===== src/rtl/i2c_cfg_sequencer_pkg.sv =====
// Shared types and constants for the I2C configuration table sequencer.
// Holds the FSM state encoding and the reserved register codes used as table markers.
package i2c_cfg_sequencer_pkg;

    typedef enum logic [3:0] {
        S_IDLE,
        S_FETCH,
        S_DECODE,
        S_ISSUE,
        S_WAIT_HI,
        S_WAIT_LO,
        S_CHECK,
        S_DELAY,
        S_DONE,
        S_FAIL
    } state_t;

    localparam logic [15:0] END_MARKER   = 16'hFFFF;
    localparam logic [15:0] DELAY_MARKER = 16'hFFFE;

    // Bits needed to hold values 0..max_val, never less than one.
    function automatic int unsigned cnt_width(input int unsigned max_val);
        return (max_val < 1) ? 1 : $clog2(max_val + 1);
    endfunction

endpackage


===== src/rtl/i2c_cfg_delay.sv =====
// Loadable down-counter used for table delay entries.
// Counts down to zero and parks there; zero is high whenever the count is exhausted.
module i2c_cfg_delay #(
    parameter int unsigned CW = 18
) (
    input  logic          clk_i,
    input  logic          rst_n,
    input  logic          load,
    input  logic [CW-1:0] load_val,
    output logic          zero
);

    logic [CW-1:0] cnt_q;

    // NOTE: sequential state uses non-blocking assignments so every register samples pre-edge values.
    always_ff @(posedge clk_i or negedge rst_n) begin
        if (!rst_n) begin
            cnt_q <= '0;
        end else if (load) begin
            cnt_q <= load_val;
        end else if (cnt_q != '0) begin
            cnt_q <= cnt_q - CW'(1);
        end
    end

    assign zero = (cnt_q == '0);

endmodule


===== src/rtl/i2c_cfg_sequencer.sv =====
// Walks a register table and replays each {reg, data} entry as an I2C write through an
// external driver, with per-entry retries, delay entries, a busy-rise timeout and an end marker.
module i2c_cfg_sequencer
    import i2c_cfg_sequencer_pkg::*;
#(
    parameter logic [7:0]  DEV_ADDR  = 8'h78,
    parameter int unsigned TBL_AW    = 6,
    parameter int unsigned MAX_RETRY = 3,
    parameter int unsigned DLY_UNIT  = 800,
    parameter int unsigned BUSY_TMO  = 8
) (
    input  logic              clk_i,
    input  logic              rst_n,
    input  logic              cfg_start,
    output logic [TBL_AW-1:0] tbl_addr,
    input  logic [23:0]       tbl_data,
    output logic              drv_start_en,
    output logic              drv_wr_rd_flag,
    output logic [7:0]        drv_dev_addr,
    output logic [15:0]       drv_register,
    output logic [7:0]        drv_data_byte,
    input  logic              drv_busy,
    input  logic              drv_err,
    output logic              cfg_busy,
    output logic              cfg_done,
    output logic              cfg_fail,
    output logic [TBL_AW-1:0] fail_index
);

    localparam int unsigned CW = cnt_width(255 * DLY_UNIT);
    localparam int unsigned TW = cnt_width(BUSY_TMO);
    localparam int unsigned RW = cnt_width(MAX_RETRY);

    state_t            state_q, state_d;
    logic [TBL_AW-1:0] idx_q, idx_d;
    logic [RW-1:0]     retry_q, retry_d;
    logic [TW-1:0]     tmo_q, tmo_d;
    logic              err_q, err_d;
    logic [15:0]       reg_d;
    logic [7:0]        data_d;
    logic              dly_load, dly_zero, advance, accept;
    logic [CW-1:0]     dly_val;

    assign tbl_addr       = idx_q;
    assign drv_wr_rd_flag = 1'b0;
    assign drv_dev_addr   = DEV_ADDR;
    assign dly_val        = CW'(32'(tbl_data[7:0]) * DLY_UNIT);

    i2c_cfg_delay #(.CW(CW)) u_delay (
        .clk_i    (clk_i),
        .rst_n    (rst_n),
        .load     (dly_load),
        .load_val (dly_val),
        .zero     (dly_zero)
    );

    always_ff @(posedge clk_i or negedge rst_n) begin
        if (!rst_n) begin
            state_q <= S_IDLE;
        end else begin
            state_q <= state_d;
        end
    end

    // NOTE: every signal written here gets a default first, so no path can infer a latch.
    always_comb begin
        state_d      = state_q;
        idx_d        = idx_q;
        retry_d      = retry_q;
        tmo_d        = '0;
        err_d        = err_q;
        reg_d        = drv_register;
        data_d       = drv_data_byte;
        dly_load     = 1'b0;
        advance      = 1'b0;
        accept       = 1'b0;
        drv_start_en = 1'b0;

        case (state_q)
            S_IDLE: begin
                if (cfg_start && !drv_busy) begin
                    accept  = 1'b1;
                    idx_d   = '0;
                    retry_d = '0;
                    state_d = S_FETCH;
                end
            end
            S_FETCH: state_d = S_DECODE;
            S_DECODE: begin
                if (tbl_data[23:8] == END_MARKER) begin
                    state_d = S_DONE;
                end else if (tbl_data[23:8] == DELAY_MARKER) begin
                    dly_load = 1'b1;
                    state_d  = S_DELAY;
                end else begin
                    reg_d   = tbl_data[23:8];
                    data_d  = tbl_data[7:0];
                    state_d = S_ISSUE;
                end
            end
            // Request stays up until the driver shows busy; tmo counts request cycles.
            S_ISSUE, S_WAIT_HI: begin
                drv_start_en = 1'b1;
                if (drv_busy) begin
                    state_d = S_WAIT_LO;
                end else if (tmo_q == TW'(BUSY_TMO - 1)) begin
                    state_d = S_FAIL;
                end else begin
                    tmo_d   = tmo_q + TW'(1);
                    state_d = S_WAIT_HI;
                end
            end
            S_WAIT_LO: begin
                if (!drv_busy) begin
                    err_d   = drv_err;
                    state_d = S_CHECK;
                end
            end
            S_CHECK: begin
                if (!err_q) begin
                    advance = 1'b1;
                end else if (retry_q < RW'(MAX_RETRY)) begin
                    retry_d = retry_q + RW'(1);
                    state_d = S_ISSUE;
                end else begin
                    state_d = S_FAIL;
                end
            end
            S_DELAY: begin
                if (dly_zero) advance = 1'b1;
            end
            S_DONE, S_FAIL: state_d = S_IDLE;
            default: state_d = S_IDLE;
        endcase

        // The last table slot finishes the walk instead of wrapping to index 0.
        if (advance) begin
            retry_d = '0;
            if (idx_q == '1) begin
                state_d = S_DONE;
            end else begin
                idx_d   = idx_q + TBL_AW'(1);
                state_d = S_FETCH;
            end
        end
    end

    always_ff @(posedge clk_i or negedge rst_n) begin
        if (!rst_n) begin
            idx_q         <= '0;
            retry_q       <= '0;
            tmo_q         <= '0;
            err_q         <= 1'b0;
            drv_register  <= '0;
            drv_data_byte <= '0;
            cfg_busy      <= 1'b0;
            cfg_done      <= 1'b0;
            cfg_fail      <= 1'b0;
            fail_index    <= '0;
        end else begin
            idx_q         <= idx_d;
            retry_q       <= retry_d;
            tmo_q         <= tmo_d;
            err_q         <= err_d;
            drv_register  <= reg_d;
            drv_data_byte <= data_d;
            if (accept) begin
                cfg_busy <= 1'b1;
                cfg_done <= 1'b0;
                cfg_fail <= 1'b0;
            end
            if (state_d == S_DONE) begin
                cfg_busy <= 1'b0;
                cfg_done <= 1'b1;
            end
            if (state_d == S_FAIL) begin
                cfg_busy   <= 1'b0;
                cfg_fail   <= 1'b1;
                fail_index <= idx_q;
            end
        end
    end

endmodule


===== config.mk =====
export PLATFORM = sky130hd
export DESIGN_NAME = i2c_cfg_sequencer
export DESIGN_NICKNAME = d
export VERILOG_FILES = /design/src/rtl/i2c_cfg_sequencer_pkg.sv /design/src/rtl/i2c_cfg_delay.sv /design/src/rtl/i2c_cfg_sequencer.sv
export SDC_FILE = /design/constraint.sdc
export NUM_CORES = 1
export LEC_CHECK = 0
export CORE_MARGIN = 2
export CORE_UTILIZATION = 48
export DETAILED_ROUTE_END_ITERATION = 16
export PLACE_DENSITY = 0.86
export SKIP_LAST_GASP = 1
export SYNTH_ARGS = -nofsm -noshare
export SYNTH_HDL_FRONTEND = slang
export SYNTH_SLANG_ARGS = --single-unit

===== constraint.sdc =====
create_clock -name clk_i -period 3.4 [get_ports clk_i]
set_input_delay 0.68 -clock clk_i [delete_from_list [all_inputs] [get_ports clk_i]]
set_output_delay 0.68 -clock clk_i [all_outputs]
set_load 0.02 [all_outputs]

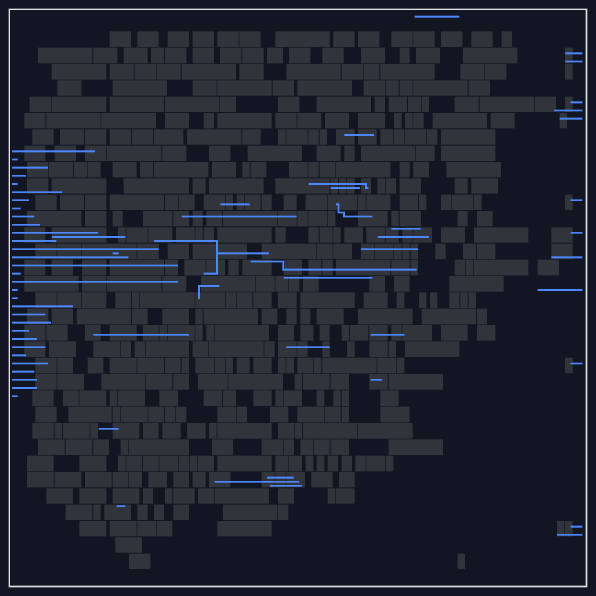
(run_1/layer_met3.png)
Drawn at 6 px/um. Cells faint in the background.
The wires run mostly horizontal. The longest straight run is 27.4 um. The layer carries 478 um of wire. 61 nets have wire on it. The layer holds 5.1% of the routed length.
sum of routed wire length over all layers: 9287 um
detailed-route via count: 3301
met3 usage: 0.04699

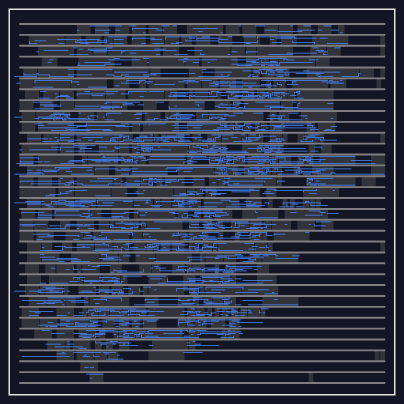
(run_1/layer_met1.png)
Drawn at 4 px/um. Supply wires on this layer in gray. Cells faint in the background.
The layer holds 44% of the routed length. 481 nets have wire on it. The longest straight run is 21.6 um. The wires run mostly horizontal. The layer carries 4060 um of wire.
met1 usage: 0.2722

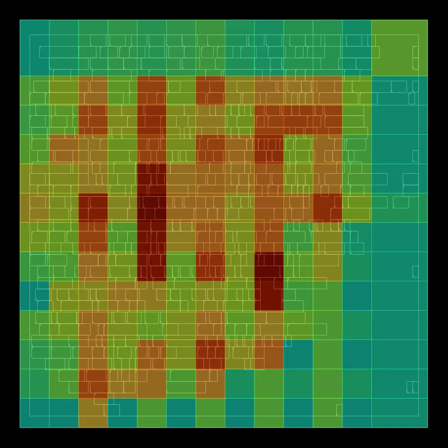
(run_1/congestion.png)
most heavily used metal layer in global routing: met2
detailed-route wire length per cell: 15.98 um
total track usage: 0.2094
GR met2 Demand/Resource: 0.3462
post-layout utilization of the core: 0.6236

==> Slide: Implementation Results, run 1 <==
Key Metrics from the Run

Status
  • Outcome: finished, final reports clean

Global route
  • Initial antenna violation count: 0
  • Residual overflow from global routing: 0
  • Largest net degree at the start of global routing: 48
  • Via count of the first global-routing pass: 3262

Setup path
  • Worst Setup End Kind: register
  • Worst endpoint data arrival time: 3.50 ns
  • Worst EP required: 3.60 ns
  • Setup crit start kind: input pin

Layout
  • Repair and plain buffers: 85
  • Clock network share of area: 0.03980
  • Share of layout cells above drive strength 1: 0.1534
  • Layout clock buffers: 9
  • Synth-to-layout area growth: 26.19%
  • Logic cell area: 2231 um2
  • Most common cell after layout, fill and taps aside: sky130_fd_sc_hd__dfrtp_1
  • Non-clock inverter count in the final layout: 14

Worst hold path
  • Hold crit path type: register to register

Placed design
  • DP Wirelength: 6968 um
  • Number of port buffers: 68

Clocking
  • Clock slew seen by the registers of the worst setup and hold paths: 0.07 ns
  • Deepest clock path buffer count: 2
  • Clock buffers created by TritonCTS: 9
  • CTS Hold Bufs: 0
  • Post-CTS Setup Inserts: 0

Power and ir drop
  • Cell internal pwr: 2.134 mW
  • Standby leakage power: 2.228 nW
  • PD cells: 662.0 nW/um2
  • Dominant power group: combinational cells
  • Peak ir drop on the vdd network: 0.6074 mV
  • Comb pwr: 1.46 mW

Routing
  • ANT nets after route: 0
  • DRC violation total after the first TritonRoute iteration: 190
  • Via-to-Cell Ratio: 5.682
  • Detail Route met3 WL: 477 um

Floorplanning
  • FP Rows: 33
  • Core Box Area: 8217 um2
  • Die X-Extent: 95.97 um
  • Vertical die dimension: 95.97 um

Synthesis
  • Cell count in the Yosys report: 390
  • Post-synthesis sequential area ratio: 0.4191
  • AND/OR/NAND/NOR Cells, Area Fraction: 0.1587
  • XOR Share, Synth: 0.04746

Timing
  • Slew of the pin with the lowest slew margin: 1.022 ns
  • Final worst path period share: 0.9714
  • Slew Viols, Final: 0
  • Final hold violation count: 0
  • Post-route minimum period: 3.303 ns
==> run 1: kinds of logic (layout without fill, tap and decap cells) <==
family | after synthesis | after routing
adder cells (fa/ha/maj) | 37 | 37
AND/OR/NAND/NOR | 121 | 121
other | 2 | 9
multiplexers | 34 | 34
flip-flops | 68 | 68
XOR/XNOR | 22 | 22
AND-OR/OR-AND | 70 | 70
buffers and inverters | 36 | 115
==> run 1: synth_stat cells, types with 4 or more instances <==
cell type and number:
sky130_fd_sc_hd__dfrtp_1 68, sky130_fd_sc_hd__a2111oi_0 4, sky130_fd_sc_hd__xnor2_1 11, sky130_fd_sc_hd__ha_1 34
sky130_fd_sc_hd__or2_2 5, sky130_fd_sc_hd__clkbuf_1 9, sky130_fd_sc_hd__buf_2 4, sky130_fd_sc_hd__or4_1 6
sky130_fd_sc_hd__a21o_1 4, sky130_fd_sc_hd__inv_1 14, sky130_fd_sc_hd__nand3_1 10, sky130_fd_sc_hd__mux2_2 30
sky130_fd_sc_hd__mux2i_1 4, sky130_fd_sc_hd__a21oi_1 13, sky130_fd_sc_hd__and3_1 5, sky130_fd_sc_hd__nand2_1 21
sky130_fd_sc_hd__o21ai_0 14, sky130_fd_sc_hd__nor2_1 32, sky130_fd_sc_hd__nand4_1 5, sky130_fd_sc_hd__a211oi_1 5
sky130_fd_sc_hd__nor3_1 14, sky130_fd_sc_hd__buf_4 9, sky130_fd_sc_hd__xor2_1 11
==> run 1: per-stage QoR <==
step / setup TNS [ns] / area (um2) / power [mW] / worst slack, ns
after detailed placement: -0.9163 / 4900 / 2.695 / -0.3801
after CTS: 0 / 5105 / 3.390 / 0.04938
final: 0 / 5124 / 3.392 / 0.09716
after floorplan: 0 / 4086 / 2.090 / 0.2974
after global placement: -0.5228 / 4900 / 2.639 / -0.2555
after global routing: -0.02191 / 5124 / 3.583 / -0.02191
==> run 1: critical path, stage by stage <==
cell and delay, ns:
sky130_fd_sc_hd__clkdlybuf4s50_1 0.47, sky130_fd_sc_hd__ha_1 0.33, sky130_fd_sc_hd__ha_1 0.28, sky130_fd_sc_hd__inv_1 0.05, sky130_fd_sc_hd__fa_1 0.49, sky130_fd_sc_hd__inv_1 0.04
sky130_fd_sc_hd__ha_1 0.32, sky130_fd_sc_hd__o21a_1 0.24, sky130_fd_sc_hd__a2111oi_4 0.36, sky130_fd_sc_hd__or4_1 0.16, sky130_fd_sc_hd__nand3_1 0.08
==> run 1: worst paths after layout <==
check,start,to,slack (ns),depth (start not counted)
worst max-delay path,tbl_data[3],u_delay.cnt_q[16],0.1,11
worst min-delay path,tmo_q[0],tmo_q[0],0.47,1
worst max register to register,state_q[0],u_delay.cnt_q[17],0.82,5
worst min register to register,tmo_q[0],tmo_q[0],0.47,1
max in group asynchronous,rst_n,drv_data_byte[0],2.10,2
min in group asynchronous,rst_n,tbl_addr[3],0.51,1
==> run 1: sequential cells by signal, summed over array words and instances, names as in the netlist <==
signal / cells
state_q: 4
retry_q: 2
drv_data_byte: 8
err_q: 1
cfg_busy: 1
cfg_fail: 1
fail_index: 6
cfg_done: 1
tbl_addr: 6
u_delay.cnt_q: 18
tmo_q: 4
drv_register: 16
## Run 2: what changed since run 1
--- a/config.mk
+++ b/config.mk
@@ -5,7 +5,8 @@
 export SDC_FILE = /design/constraint.sdc
 export NUM_CORES = 1
 export LEC_CHECK = 0
-export CORE_MARGIN = 2
+export ABC_CLOCK_PERIOD_IN_PS = 3400
+export CORE_MARGIN = 3
 export CORE_UTILIZATION = 48
 export DETAILED_ROUTE_END_ITERATION = 16
 export PLACE_DENSITY = 0.86
==> run 2 against run 1 <==
Power rose by 3.0%. Critical path depth fell by 1. Cell area rose by 1.0%. Die area rose by 4.2%. Synthesized area did not move. Fmax fell by 0.37%. Synthesized cell count did not move. Clock-buffer cell count did not move. Register-to-register slack improved by 0.04 ns. Final cell count did not move. Non-clock buffer count rose by 4. Sequential cell count did not move.
==> Slide: Implementation Results, run 2 <==
Key Metrics from the Run

Routing
  • Sum of routed wire length over all layers: 9816 um
  • ANT nets after route: 0

Setup path
  • Cell-by-cell listing of the critical path: clkdlybuf4s50_1, ha_1, ha_1, ha_1, ha_1, a21o_1, a211o_1, a2111oi_4, or4_1, nand3_1
  • Critical register-to-register path startpoint: state_q[0]
  • Most common cell on crit path: sky130_fd_sc_hd__ha_1
  • Setup crit start kind: input pin
  • Worst EP required: 3.62 ns
  • Delay contributed by the slowest stage of the critical path: 0.47 ns
  • Kind of cell adding the most delay to the critical path: adder cells
  • Endpoint of the lowest-slack register-to-register path: u_delay.cnt_q[16]
  • Worst Setup EP: u_delay.cnt_q[16]
  • WP depth: 10
  • Worst setup path start: tbl_data[1]

Layout
  • Top Registers: u_delay.cnt_q (18), drv_register (16), drv_data_byte (8)
  • Register bank with the most flops: u_delay.cnt_q
  • Share of layout cells above drive strength 1: 0.1628
  • Most common cell after layout, fill and taps aside: sky130_fd_sc_hd__dfrtp_1
  • Number of flip-flops under the largest register name: 18
  • Post-layout utilization of the core: 0.6495

Clocking
  • Deepest clock path buffer count: 2
  • Post-CTS Setup Inserts: 0
  • Clock buffers created by TritonCTS: 9

Power and ir drop
  • PD cells: 675.4 nW/um2
  • Standby leakage power: 2.254 nW
  • Sum of internal, switching and leakage power: 3.495 mW

Status
  • Outcome: finished, final reports clean

Timing
  • Total negative slack: 0 ns
  • Slew Viols, Final: 0
  • Final worst path period share: 0.9751
  • Post-route minimum period: 3.315 ns

Worst hold path
  • Hold crit path type: register to register

Placed design
  • Number of port buffers: 68
  • Placed inst area: 4926 um2

Floorplanning
  • Die X-Extent: 97.97 um
  • FP Rows: 32

Synthesis
  • Cell count in the Yosys report: 390
  • Commonest cells post-synth: sky130_fd_sc_hd__dfrtp_1, sky130_fd_sc_hd__ha_1, sky130_fd_sc_hd__nor2_1
  • Post-synthesis sequential area ratio: 0.4191

Global route
  • Residual overflow from global routing: 0
  • Largest net degree at the start of global routing: 69
  • Via count of the first global-routing pass: 3400
run 2: cell count changes in the layout (fill, tap and decap cells not counted):
| cell | delta |
|---|---|
| sky130_fd_sc_hd__ha_1 | -1 |
| sky130_fd_sc_hd__bufinv_16 | +1 |
| sky130_fd_sc_hd__a21oi_1 | -1 |
| sky130_fd_sc_hd__inv_6 | -3 |
| sky130_fd_sc_hd__buf_4 | +4 |
| sky130_fd_sc_hd__a21oi_2 | +1 |
| sky130_fd_sc_hd__clkinv_2 | +1 |
| sky130_fd_sc_hd__ha_4 | +1 |
run 2: kinds of logic after synthesis:
logic type	Yosys count	share of synthesized area
compound gates	70	0.1174
xor+xnor	22	0.04746
fa+ha+maj	37	0.1196
buf+inv	36	0.04283
flops	68	0.4191
mux	34	0.09307
other cells	2	0.001850
simple gates	121	0.1587
run 2: final cells by class:
cell class / count / area (um2)
Clock inverter: 6 / 88.84
Fill cell: 575 / 2793
Multi-Input combinational cell: 293 / 2247
Inverter: 14 / 52.55
Clock buffer: 9 / 123.9
Sequential cell: 68 / 1702
Timing Repair Buffer: 89 / 833.3
Tap cell: 102 / 127.6
run 2: routing by layer:
metal	vias to the layer above	wire length (um)	track usage
met3	15	629	0.05357
met5	-	0	0
met2	117	4915	0.3319
li1	1577	-	-
met4	0	159	0.07881
met1	1661	4111	0.2691
run 2: worst min-delay path by stage:
stage               startpoint       end  slack [ns]  cells after the start
CTS                   tmo_q[0]  tmo_q[0]        0.48                      1
floorplan                rst_n  cfg_busy        0.38                      0
finish                tmo_q[0]  tmo_q[0]        0.48                      1
global placement      tmo_q[0]  tmo_q[0]        0.46                      1
global route          tmo_q[0]  tmo_q[0]        0.51                      1
detailed placement    tmo_q[0]  tmo_q[0]        0.46                      1
run 2: stage by stage:
stage | cells | setup WS [ns]
6_report | 581 | 0.08480
5_1_grt | 581 | -0.02966
4_1_cts | 581 | 0.01837
3_5_place_dp | 566 | -0.3956
3_3_place_gp | 566 | -0.2654
2_1_floorplan | 397 | 0.2974
run 2: report_power, final:
part / switching, mW / internal (mW) / total, mW / leakage [nW]
Combinational: 0.743 / 0.776 / 1.52 / 1.33
Sequential: 0.201 / 1.04 / 1.24 / 0.827
Clock: 0.326 / 0.410 / 0.737 / 0.102
Total: 1.27 / 2.22 / 3.50 / 2.25
run 2: worst reg2reg max path: stages (launching register included):
cell	delay (ns)
sky130_fd_sc_hd__dfrtp_1	0.52
sky130_fd_sc_hd__or4b_1	0.70
sky130_fd_sc_hd__nor2_1	0.14
sky130_fd_sc_hd__buf_4	0.15
sky130_fd_sc_hd__nand2_1	0.28
sky130_fd_sc_hd__or4_1	0.59
sky130_fd_sc_hd__nand3_1	0.10
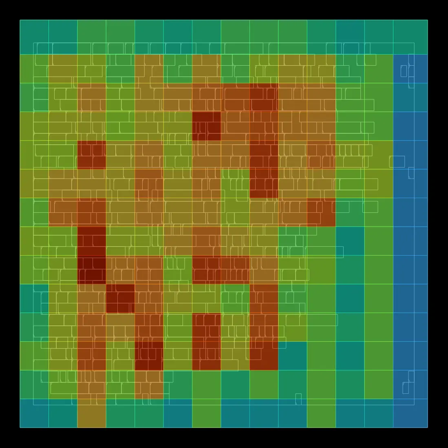
(run_2/congestion.png)
total track usage: 0.2068
GR met2 Demand/Resource: 0.3319
met1 usage: 0.2691

No activity file was given, so power comes from the tool's default toggle rates.
